<file path="src/rtl/lcd_pkg.sv">
`default_nettype none
// ============================================================================
// Module   : lcd_pkg
// Purpose  : Shared definitions for the HD44780-style character-LCD responder:
//            opcode class masks, FSM state encoding, DDRAM constants and the
//            cursor-address stepping rule.
// Ports    : none (package)
// Config   : none
// Revision : 1.0  initial release
// ============================================================================
package lcd_pkg;

   // Opcode class masks; an instruction belongs to the class of its highest
   // set bit.
   localparam logic [7:0] CLR   = 8'h01;
   localparam logic [7:0] HOME  = 8'h02;
   localparam logic [7:0] ENTRY = 8'h04;
   localparam logic [7:0] DISP  = 8'h08;
   localparam logic [7:0] SHIFT = 8'h10;
   localparam logic [7:0] FUNC  = 8'h20;
   localparam logic [7:0] CGRAM = 8'h40;
   localparam logic [7:0] DDRAM = 8'h80;

   localparam logic [6:0] LINE1_BASE = 7'h40;
   localparam logic [7:0] SPACE      = 8'h20;

   localparam logic [6:0] LINE0_LAST = 7'h0F;
   localparam logic [6:0] LINE1_LAST = LINE1_BASE + 7'h0F;

   typedef enum logic [1:0] {
      ST_IDLE  = 2'd0,
      ST_EXEC  = 2'd1,
      ST_SWEEP = 2'd2,
      ST_WAIT  = 2'd3
   } lcd_state_t;

   // True when mask is the highest set bit of cmd.
   function automatic logic op_match(input logic [7:0] cmd, input logic [7:0] mask);
      logic [7:0] above;
      above = ~((mask << 1) - 8'd1);
      return ((cmd & mask) != 8'h00) && ((cmd & above) == 8'h00);
   endfunction

   // Move the cursor one cell, wrapping line 0 end <-> line 1 start.
   function automatic logic [6:0] addr_step(input logic [6:0] a, input logic inc);
      logic [6:0] nxt;
      if (inc) begin
         if (a == LINE0_LAST)      nxt = LINE1_BASE;
         else if (a == LINE1_LAST) nxt = 7'h00;
         else                      nxt = a + 7'd1;
      end else begin
         if (a == 7'h00)           nxt = LINE1_LAST;
         else if (a == LINE1_BASE) nxt = LINE0_LAST;
         else                      nxt = a - 7'd1;
      end
      return nxt;
   endfunction

endpackage
`default_nettype wire

</file>
<file path="src/rtl/lcd_ddram.sv">
`default_nettype none
// ============================================================================
// Module   : lcd_ddram
// Purpose  : 32x8 display data RAM, one write port, one combinational bus
//            read port and one registered side read port.
// Ports    : clk, rst (async, active-low)
//            we, waddr[4:0], wdata[7:0]   write port
//            bus_idx[4:0] -> bus_data[7:0] combinational read
//            rd_idx[4:0]  -> rd_char[7:0]  registered read, 1-cycle latency
// Config   : none
// Revision : 1.0  initial release
// ============================================================================
module lcd_ddram (
   input  logic       clk,
   input  logic       rst,
   input  logic       we,
   input  logic [4:0] waddr,
   input  logic [7:0] wdata,
   input  logic [4:0] bus_idx,
   output logic [7:0] bus_data,
   input  logic [4:0] rd_idx,
   output logic [7:0] rd_char
);

   logic [7:0] r_mem [32];

   // Storage has no reset; the power-on clear sweep initialises it.
   always_ff @(posedge clk) begin
      if (we) r_mem[waddr] <= wdata;
   end

   assign bus_data = r_mem[bus_idx];

   always_ff @(posedge clk or negedge rst) begin
      if (!rst) rd_char <= 8'h00;
      else      rd_char <= r_mem[rd_idx];
   end

endmodule
`default_nettype wire

</file>
<file path="src/rtl/lcd_char_responder.sv">
`default_nettype none
// ============================================================================
// Module   : lcd_char_responder
// Purpose  : Responder end of an HD44780-style 8-bit character-LCD bus.
//            Decodes E-strobed instruction/data writes, keeps a 2x16 DDRAM,
//            cursor address and busy flag, and exposes a side read port.
// Ports    : clk, rst (async, active-low)
//            e, rs, rw, db_in[7:0]          bus inputs
//            db_out[7:0], db_oe             bus read data / drive enable
//            busy, display_on, cursor_on, blink_on, overrun
//            rd_idx[4:0] -> rd_char[7:0]    side read port
// Config   : LCD_READ_EN - when defined, status and data reads are answered;
//            otherwise db_oe/db_out are tied low and rw=1 strobes ignored.
// Revision : 1.0  initial release
// ============================================================================
module lcd_char_responder
   import lcd_pkg::*;
#(
   parameter int BUSY_CYCLES  = 40,
   parameter int CLEAR_CYCLES = 1640
) (
   input  logic       clk,
   input  logic       rst,
   input  logic       e,
   input  logic       rs,
   input  logic       rw,
   input  logic [7:0] db_in,
   output logic [7:0] db_out,
   output logic       db_oe,
   output logic       busy,
   output logic       display_on,
   output logic       cursor_on,
   output logic       blink_on,
   input  logic [4:0] rd_idx,
   output logic [7:0] rd_char,
   output logic       overrun
);

   localparam int c_MAX_CYCLES = (CLEAR_CYCLES > BUSY_CYCLES) ? CLEAR_CYCLES : BUSY_CYCLES;
   localparam int CW           = $clog2(c_MAX_CYCLES);
   // Counter loads are one short: the load cycle itself is the first busy cycle.
   localparam logic [CW-1:0] c_BUSY_LOAD = CW'(BUSY_CYCLES - 1);
   localparam logic [CW-1:0] c_CLR_LOAD  = CW'(CLEAR_CYCLES - 1);
   localparam logic [4:0]    c_LAST_CELL = 5'd31;

   lcd_state_t     r_state;
   lcd_state_t     w_state_nxt;

   logic           r_e_q;
   logic [7:0]     r_cmd;
   logic           r_rs;
   logic [6:0]     r_addr;
   logic           r_incr;
   logic           r_cg_mode;
   logic           r_display_on;
   logic           r_cursor_on;
   logic           r_blink_on;
   logic           r_eight_bit;
   logic           r_two_line;
   logic           r_busy;
   logic [CW-1:0]  r_cnt;
   logic [4:0]     r_sweep_idx;
   logic           r_overrun;

   logic           w_fall;
   logic           w_wr_fall;
   logic           w_accept;
   logic [4:0]     w_addr_idx;
   logic           w_mem_we;
   logic [4:0]     w_mem_waddr;
   logic [7:0]     w_mem_wdata;
   logic [7:0]     w_bus_rdata;
   logic           w_op_clr, w_op_home, w_op_entry, w_op_disp;
   logic           w_op_shift, w_op_func, w_op_cgram, w_op_ddram;

   assign w_fall     = r_e_q & ~e;
   assign w_wr_fall  = w_fall & ~rw;
   // busy is the registered flag, so a strobe landing on the cycle busy
   // drops still sees it set and is rejected.
   assign w_accept   = w_wr_fall & ~r_busy & (r_state == ST_IDLE);
   assign w_addr_idx = {r_addr[6], r_addr[3:0]};

   assign w_op_clr   = op_match(r_cmd, CLR);
   assign w_op_home  = op_match(r_cmd, HOME);
   assign w_op_entry = op_match(r_cmd, ENTRY);
   assign w_op_disp  = op_match(r_cmd, DISP);
   assign w_op_shift = op_match(r_cmd, SHIFT);
   assign w_op_func  = op_match(r_cmd, FUNC);
   assign w_op_cgram = op_match(r_cmd, CGRAM);
   assign w_op_ddram = op_match(r_cmd, DDRAM);

   // ---------------------------------------------------------------- FSM
   always_ff @(posedge clk or negedge rst) begin
      if (!rst) r_state <= ST_SWEEP;   // power-on clear
      else      r_state <= w_state_nxt;
   end

   always_comb begin
      w_state_nxt = r_state;
      case (r_state)
         ST_IDLE:  if (w_accept) w_state_nxt = ST_EXEC;
         ST_EXEC:  w_state_nxt = (!r_rs && w_op_clr) ? ST_SWEEP : ST_WAIT;
         // With the minimum clear duration the count is exhausted on the
         // last cell, so there is nothing left to wait for.
         ST_SWEEP: if (r_sweep_idx == c_LAST_CELL)
                      w_state_nxt = (r_cnt == '0) ? ST_IDLE : ST_WAIT;
         ST_WAIT:  if (r_cnt == '0) w_state_nxt = ST_IDLE;
         default:  w_state_nxt = ST_IDLE;
      endcase
   end

   always_comb begin
      w_mem_we    = 1'b0;
      w_mem_waddr = w_addr_idx;
      w_mem_wdata = r_cmd;
      case (r_state)
         ST_EXEC:  w_mem_we = r_rs & ~r_cg_mode;
         ST_SWEEP: begin
            w_mem_we    = 1'b1;
            w_mem_waddr = r_sweep_idx;
            w_mem_wdata = SPACE;
         end
         default:  ;
      endcase
   end

   // ----------------------------------------------------------- datapath
`ifdef LCD_READ_EN
   logic w_rd_step;
   assign w_rd_step = w_fall & rw & rs & ~r_busy & (r_state == ST_IDLE);
`endif

   always_ff @(posedge clk or negedge rst) begin
      if (!rst) begin
         r_e_q        <= 1'b0;
         r_cmd        <= 8'h00;
         r_rs         <= 1'b0;
         r_addr       <= 7'h00;
         r_incr       <= 1'b1;
         r_cg_mode    <= 1'b0;
         r_display_on <= 1'b0;
         r_cursor_on  <= 1'b0;
         r_blink_on   <= 1'b0;
         r_eight_bit  <= 1'b0;
         r_two_line   <= 1'b0;
         r_busy       <= 1'b1;
         r_cnt        <= c_CLR_LOAD;
         r_sweep_idx  <= 5'd0;
         r_overrun    <= 1'b0;
      end else begin
         r_e_q     <= e;
         r_overrun <= w_wr_fall & r_busy;
         if (w_accept) begin
            r_cmd <= db_in;
            r_rs  <= rs;
         end
         case (r_state)
            ST_IDLE: begin
`ifdef LCD_READ_EN
               if (w_rd_step) r_addr <= addr_step(r_addr, r_incr);
`endif
            end
            ST_EXEC: begin
               r_busy <= 1'b1;
               r_cnt  <= c_BUSY_LOAD;
               if (r_rs) begin
                  if (!r_cg_mode) r_addr <= addr_step(r_addr, r_incr);
               end else if (w_op_clr) begin
                  r_addr      <= 7'h00;
                  r_incr      <= 1'b1;
                  r_cnt       <= c_CLR_LOAD;
                  r_sweep_idx <= 5'd0;
               end else if (w_op_home) begin
                  r_addr <= 7'h00;
                  r_cnt  <= c_CLR_LOAD;
               end else if (w_op_entry) begin
                  r_incr <= r_cmd[1];
               end else if (w_op_disp) begin
                  r_display_on <= r_cmd[2];
                  r_cursor_on  <= r_cmd[1];
                  r_blink_on   <= r_cmd[0];
               end else if (w_op_shift) begin
                  if (!r_cmd[3]) r_addr <= addr_step(r_addr, r_cmd[2]);
               end else if (w_op_func) begin
                  r_eight_bit <= r_cmd[4];
                  r_two_line  <= r_cmd[3];
               end else if (w_op_cgram) begin
                  r_cg_mode <= 1'b1;
               end else if (w_op_ddram) begin
                  r_addr    <= {r_cmd[6], 2'b00, r_cmd[3:0]};
                  r_cg_mode <= 1'b0;
               end
            end
            ST_SWEEP: begin
               r_sweep_idx <= r_sweep_idx + 5'd1;
               if (r_cnt != '0) r_cnt <= r_cnt - 1'b1;
               if (r_sweep_idx == c_LAST_CELL && r_cnt == '0) r_busy <= 1'b0;
            end
            ST_WAIT: begin
               if (r_cnt == '0) r_busy <= 1'b0;
               else             r_cnt  <= r_cnt - 1'b1;
            end
            default: ;
         endcase
      end
   end

   // ---------------------------------------------------------- bus reads
`ifdef LCD_READ_EN
   logic       r_db_oe;
   logic [7:0] r_db_out;

   always_ff @(posedge clk or negedge rst) begin
      if (!rst) begin
         r_db_oe  <= 1'b0;
         r_db_out <= 8'h00;
      end else begin
         r_db_oe  <= e & rw;
         r_db_out <= (e & rw) ? (rs ? w_bus_rdata : {r_busy, r_addr}) : 8'h00;
      end
   end

   assign db_oe  = r_db_oe;
   assign db_out = r_db_out;

   // Function-set flags are held for completeness only.
   logic w_unused;
   assign w_unused = ^{r_eight_bit, r_two_line};
`else
   assign db_oe  = 1'b0;
   assign db_out = 8'h00;

   logic w_unused;
   assign w_unused = ^{r_eight_bit, r_two_line, r_addr[5:4], w_bus_rdata};
`endif

   lcd_ddram u_ddram (
      .clk      (clk),
      .rst      (rst),
      .we       (w_mem_we),
      .waddr    (w_mem_waddr),
      .wdata    (w_mem_wdata),
      .bus_idx  (w_addr_idx),
      .bus_data (w_bus_rdata),
      .rd_idx   (rd_idx),
      .rd_char  (rd_char)
   );

   assign busy       = r_busy;
   assign display_on = r_display_on;
   assign cursor_on  = r_cursor_on;
   assign blink_on   = r_blink_on;
   assign overrun    = r_overrun;

endmodule
`default_nettype wire

</file>
<file path="config.mk">
export PLATFORM = sky130hd
export DESIGN_NAME = lcd_char_responder
export DESIGN_NICKNAME = d
export VERILOG_FILES = /design/src/rtl/lcd_pkg.sv /design/src/rtl/lcd_ddram.sv /design/src/rtl/lcd_char_responder.sv
export SDC_FILE = /design/constraint.sdc
export NUM_CORES = 1
export LEC_CHECK = 0
export ABC_AREA = 1
export CELL_PAD_IN_SITES_DETAIL_PLACEMENT = 1
export CELL_PAD_IN_SITES_GLOBAL_PLACEMENT = 1
export CORE_MARGIN = 2
export CORE_UTILIZATION = 32
export DETAILED_ROUTE_END_ITERATION = 8
export PLACE_DENSITY_LB_ADDON = 0.1
export SYNTH_ARGS = -nofsm -noshare
export SYNTH_HDL_FRONTEND = slang
export SYNTH_HIERARCHICAL = 1
export SYNTH_SLANG_ARGS = --single-unit
</file>
<file path="constraint.sdc">
create_clock -name clk -period 3 [get_ports clk]
set_input_delay 0.45 -clock clk [delete_from_list [all_inputs] [get_ports clk]]
set_output_delay 0.45 -clock clk [all_outputs]
set_load 0.01 [all_outputs]
</file>
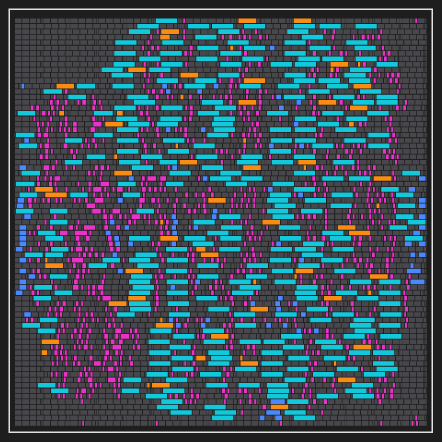
(images/placement_by_type.png)
(2 px per um) Fill, decap, tap and diode cells in grey.
class	colour	cells	share of their area
combinational and other logic	magenta	966	28%
sequential cells	cyan	306	59%
clock drivers and dummy loads	orange	67	8.0%
remaining buffers and delay cells	blue	89	5.1%
final core occ: 0.3789
core footprint: 42,040 sq um
Cell Rows: 75
Design Area, Final: 15,930 sq um

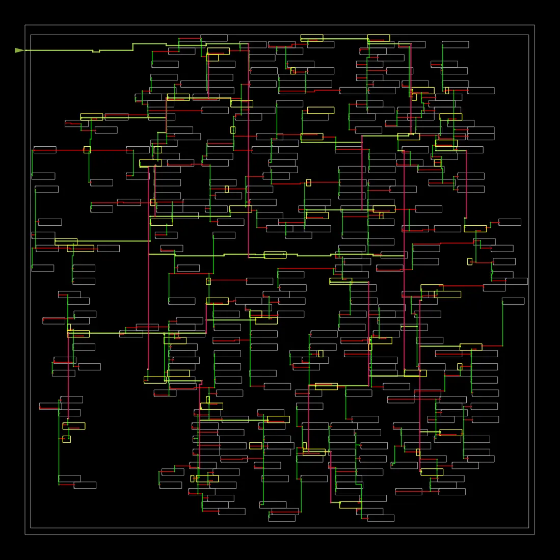
(images/clocks.png)
clkbuf count: 47
clock buffer count from CTS: 38

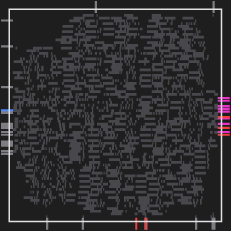
(images/io_placement.png)
(1 px per um) Pins as bars across the die edge, other pins in grey.
port	colour	pins	direction	edge
`rd_char`	magenta	8	output	right
`rw`	blue	1	input	left
`rd_idx`	red	5	input	3 right, 2 bottom
all pins by edge	18 left, 11 right, 9 bottom, 2 top
PortBufs: 30
Die X: 210.8 um
die height: 210.8 um

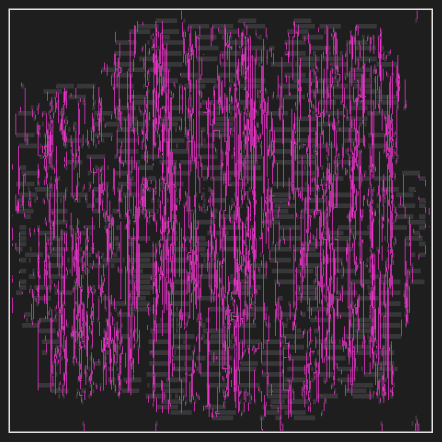
(images/layer_met2.png)
(2 px per um)
nets with wire on the layer	1,111
longest straight run	90.8 um
share of all routed wire	48%
wire length on this layer	18,600 um
main direction	vertical
M2 GR Usage: 0.2987
via count: 9,491
total wire length: 38,930 um

==> GITHUB_STEP_SUMMARY <==
## PnR job results

| Metric | Value |
|---|---|
| Status | `completed` |
| CP dominant cell by count | `buf_4` |
| Drt first pass iters | `5` |
| Seq. cell area | `between 8000 and 9000 sq um` |
| GRT Residual Overflow | `0` |
| Fmax | `0.3865 GHz` |
| Worst Setup Path Type | `reg2reg` |
| Slew Viols, Final | `0` |
| Crit path DRT | `3.25 ns` |
| Largest cell class | `registers` |
| TAP cells | `539` |
| Comb/total area | `0.2555` |
| Reg-to-reg endpoint | `u_ddram/r_mem[17][5]$_DFFE_PP_` |
| Grt peak-use layer | `met2` |
| CP delay by family, top | `buffers and inverters` |
| Seq pwr | `5840 uW` |
| Most flops, register | `u_ddram/r_mem` |
| DR WL/cell | `just under 20 um` |
| Top cell excl fill/tap | `nand2_1` |
| Clock Skew | `0.01839 ns` |
| Met3 Use GR | `0.02572` |
| Crit-path cells | `ha_1, buf_4, a21oi_1, nor2_1, nand3_1, buf_4, nor2_1, buf_4` |
| Sw Share | `0.3359` |
| Synthesized cell area | `13,680 sq um` |
| DP Worst Slack | `0.3868 ns` |
| Worst R2R Setup Slack | `approximately 0.41 ns` |
| Final Hold Viols | `0` |
| Worst r2r path cells | `8` |
| VDD IR-drop max | `between 500 and 600 uV` |
| Max-cap check violation count | `0` |
| Power Clock | `4490 uW` |
Power figures rest on the tool's default switching activity, not on a simulated workload.
